==> src/rtl/irq_sequencer.sv <==
// Interrupt/exception sequencer for the single-cycle MIPS core: captures and masks
// peripheral requests, arbitrates against undefined-instruction exceptions, tracks handler service.
module irq_sequencer #(
  parameter int unsigned N_IRQ = 4,
  parameter int unsigned WDOG  = 1024
) (
  input  logic             clk,
  input  logic             reset,
  input  logic [N_IRQ-1:0] irq_src,
  input  logic             pc_high,
  input  logic             exc_undef,
  input  logic             cfg_we,
  input  logic [N_IRQ-1:0] cfg_mask,
  output logic             Interrupt,
  output logic             Exception,
  output logic [3:0]       cause,
  output logic [N_IRQ-1:0] irq_ack,
  output logic             busy,
  output logic             fault
);

  localparam int unsigned WDW = $clog2(WDOG + 1);

  typedef enum logic [2:0] {IDLE, ENTRY, WAIT_K, IN_K, GUARD} state_t;

  state_t           state, state_n;
  logic [N_IRQ-1:0] src_q, pending, mask, req, win_oh;
  logic [2:0]       win_idx;
  logic [WDW-1:0]   wd_cnt, wd_cnt_n;
  logic             take_irq, wd_expire, fault_set;

  assign req    = pending & mask;
  // Isolate the lowest set request bit for the one-hot acknowledge.
  assign win_oh = req & (~req + N_IRQ'(1));

  always_comb begin
    win_idx = '0;
    for (int unsigned i = N_IRQ; i > 0; i--) begin
      if (req[i-1]) win_idx = 3'(i - 1);
    end
  end

  // Gated by reset so the output drops asynchronously along with the registers.
  assign Exception = reset & exc_undef & ~pc_high & (state == IDLE) & ~fault;
  assign busy      = (state != IDLE);
  assign fault_set = (exc_undef & pc_high) | wd_expire;

  always_comb begin
    state_n   = state;
    wd_cnt_n  = '0;
    take_irq  = 1'b0;
    wd_expire = 1'b0;
    case (state)
      IDLE: begin
        if (Exception) begin
          state_n = WAIT_K;
        end else if (!fault && !pc_high && (|req)) begin
          take_irq = 1'b1;
          state_n  = ENTRY;
        end
      end
      ENTRY:  state_n = WAIT_K;
      WAIT_K: begin
        if (pc_high) begin
          state_n = IN_K;
        end else if (wd_cnt == WDW'(WDOG - 1)) begin
          wd_expire = 1'b1;
          state_n   = IDLE;
        end else begin
          wd_cnt_n = wd_cnt + 1'b1;
        end
      end
      IN_K:    if (!pc_high) state_n = GUARD;
      GUARD:   state_n = IDLE;
      default: state_n = IDLE;
    endcase
  end

  always_ff @(posedge clk or negedge reset) begin
    if (!reset) begin
      state     <= IDLE;
      wd_cnt    <= '0;
      src_q     <= '0;
      pending   <= '0;
      mask      <= '1;
      Interrupt <= 1'b0;
      irq_ack   <= '0;
      cause     <= '0;
      fault     <= 1'b0;
    end else begin
      state     <= state_n;
      wd_cnt    <= wd_cnt_n;
      src_q     <= irq_src;
      // New edges are OR-ed in after the acknowledge clear, so a set wins.
      pending   <= (pending & ~irq_ack) | (irq_src & ~src_q);
      if (cfg_we) mask <= cfg_mask;
      Interrupt <= take_irq;
      irq_ack   <= take_irq ? win_oh : '0;
      if (take_irq)       cause <= {1'b0, win_idx};
      else if (Exception) cause <= 4'b1000;
      if (fault_set) fault <= 1'b1;
    end
  end

endmodule
==> config.mk <==
export PLATFORM = sky130hd
export DESIGN_NAME = irq_sequencer
export DESIGN_NICKNAME = d
export VERILOG_FILES = /design/src/rtl/irq_sequencer.sv
export SDC_FILE = /design/constraint.sdc
export NUM_CORES = 1
export LEC_CHECK = 0
export ABC_AREA = 1
export CAP_MARGIN = 20
export CORE_AREA = 2 2 62 64
export CTS_BUF_LIST = sky130_fd_sc_hd__clkbuf_16
export CTS_CLUSTER_SIZE = 40
export DETAILED_ROUTE_END_ITERATION = 7
export DIE_AREA = 0 0 64 66
export GPL_TIMING_DRIVEN = 1
export HOLD_SLACK_MARGIN = 0.05
export PLACE_DENSITY = 0.64
export SYNTH_ARGS = -nofsm -noshare
export SYNTH_HDL_FRONTEND = slang
export SYNTH_SLANG_ARGS = --single-unit
==> constraint.sdc <==
create_clock -name clk -period 2.6 [get_ports clk]
set_clock_uncertainty 0.15 [all_clocks]
set_input_delay 0.52 -clock clk [delete_from_list [all_inputs] [get_ports clk]]
set_output_delay 0.52 -clock clk [all_outputs]
set_load 0.05 [all_outputs]
==> job_summary.md <==
## PnR job results

| Metric | Value |
|---|---|
| Overall global routing resource usage | between 10% and 20% |
| Outcome | complete, no violations |
| Pin count of the biggest net entering global routing | 36 |
| Fraction of layout instances using a drive strength above 1 | between 10% and 20% |
| Actual slew at the worst max-slew pin | about 0.50 ns |
| Setup Crit Path Kind | in -> out |
| Count of TritonRoute iterations in the first routing pass | 4 |
| RD Place Congestion | roughly 0.85 |
| Inserted Clock Buffers | 5 |
| Predominant post-synthesis flop cell | sky130_fd_sc_hd__dfrtp_1 |
| Largest stage delay on the critical path | about 0.52 ns |
| Count of instantiated cells in the yosys netlist | 166 |
| Mean instance size in the synthesized netlist | 9.53 um^2 |
| Antenna violations before repair | 0 |
| Slowest cell on the critical path | sky130_fd_sc_hd__clkdlybuf4s50_1 |
| Cell area reported after detailed placement | around 1900 um^2 |
| Overall die area | 4220 um^2 |
| Vias in the first global route | ~1200 |
| Net count, final | 209 |
| Share of synthesized area spent on multiplexers | under 10% |
| Static leakage | 0.926 nW |
| Worst skew pair latency | about 0.27 ns |
| Origin of the worst min-delay path | src_q[1] |
| Worst reg2reg setup slack | between 0.7 and 0.8 ns |
| Largest non-sequential cell family by area | simple AND/OR/NAND/NOR gates |
| Launching point of the worst reg2reg path | wd_cnt[0] |
| Share of total power consumed by net switching | a little under a third |
| Post-CTS repair timing setup buffer count | 0 |
| Hold Path Class | reg -> reg |
| Maximum buffer depth of the clock tree | 2 |
| Cell type with the largest total area after synthesis | sky130_fd_sc_hd__dfrtp_1 |
| Count of state elements after synthesis | 35 |
| Synth Cell Area | about 1600 um^2 |
| Number of slew-limit violations in the final report | 0 |
| Post-Synth AOI/OAI Area | between 5 and 6% |
| Register area share after synthesis | 55.7% |
| VDD IR max | approximately 0.31 mV |
| Post-route DRC | 0 |
| Post-cts hold-fix buffer tally | 0 |
| Worst r2r path cells | 8 |
| Sequential cell fraction of total power | between 40% and 50% |
| Area growth from synthesis to layout | 27.1% |
| Bufs and invs on worst path | 2 |
| Site Rows | 22 |
| Data required time of the critical path | between 1.5 and 2 ns |
| Setup repair after global routing missed its margin | no |
| Final period util | about 94% |
| Area of the core region | between 3000 and 4000 um^2 |
| Highest fanout seen on the critical path | 5 |
| Logic gate share of total power | around a quarter |
| Final non-filler cell total | 244 |
| Fmax | 411 MHz |
| Met3 track demand over resource in global routing | 4.77% |
[registers in the layout, summed over array words and instances, names as in the netlist]
name	cells
irq_ack	4
pending	4
wd_cnt	11
state	3
cause	3
src_q	4
fault	1
Interrupt	1
mask	4
[power groups by stage]
stage | logic, mW | registers (mW) | clock network, mW
2_1_floorplan | 0.249 | 0.656 | 0
3_5_place_dp | 0.376 | 0.638 | 0
4_1_cts | 0.377 | 0.629 | 0.568
5_1_grt | 0.409 | 0.636 | 0.595
3_3_place_gp | 0.367 | 0.634 | 0
6_report | 0.373 | 0.629 | 0.552
[cell type report]
cell class	instances	area share, %
inverters	24	4.48
flip-flops and latches	35	43.8
clock buffers	5	6.22
multi-input cells	105	29.5
repair buffers	24	12.3
well taps	48	2.99
clock inverters	3	0.746
Figure 1. Wires at chosen ports, followed through buffers.
Bar = 20 um.
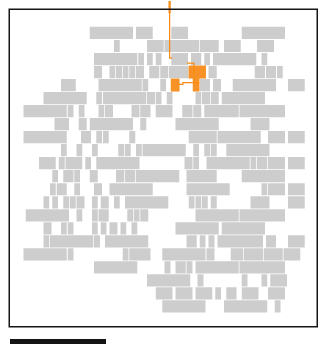
- orange: exc_undef (direction input; end cells 3; buffers 1; wire 20.4 um)
I/O Buffers: 23
I/O pin cnt: 25

Figure 2. Metal 1.
Supply wires on this layer in gray.
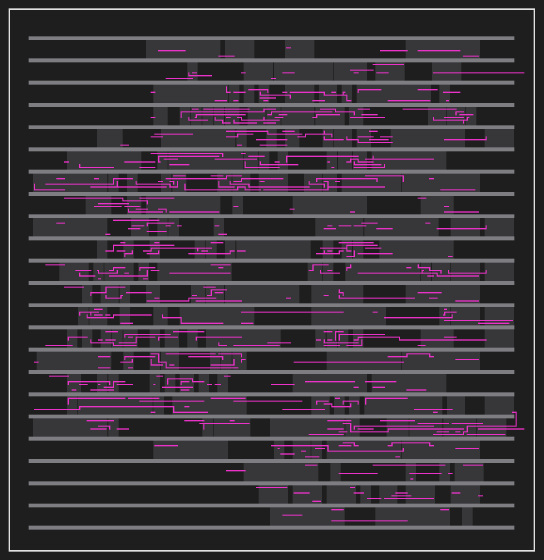
- nets with wire on the layer: 183
- longest straight run: 13.3 um
- main direction: horizontal
routed wire length: 2.88 mm
via total after detailed routing: 1184
met1 track demand over resource: 17.3%

Figure 3. Metal 2.
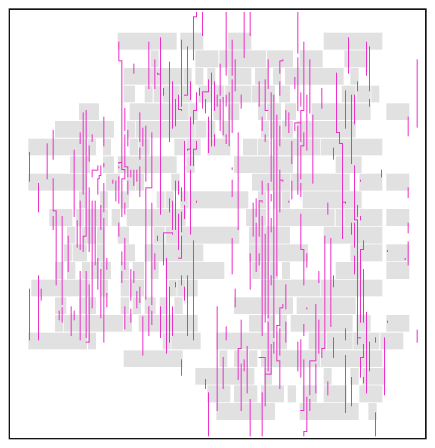
- longest straight run: 37.4 um
- nets with wire on the layer: 178
grt met2 use: 26.7%

No activity file was given, so power comes from the tool's default toggle rates.
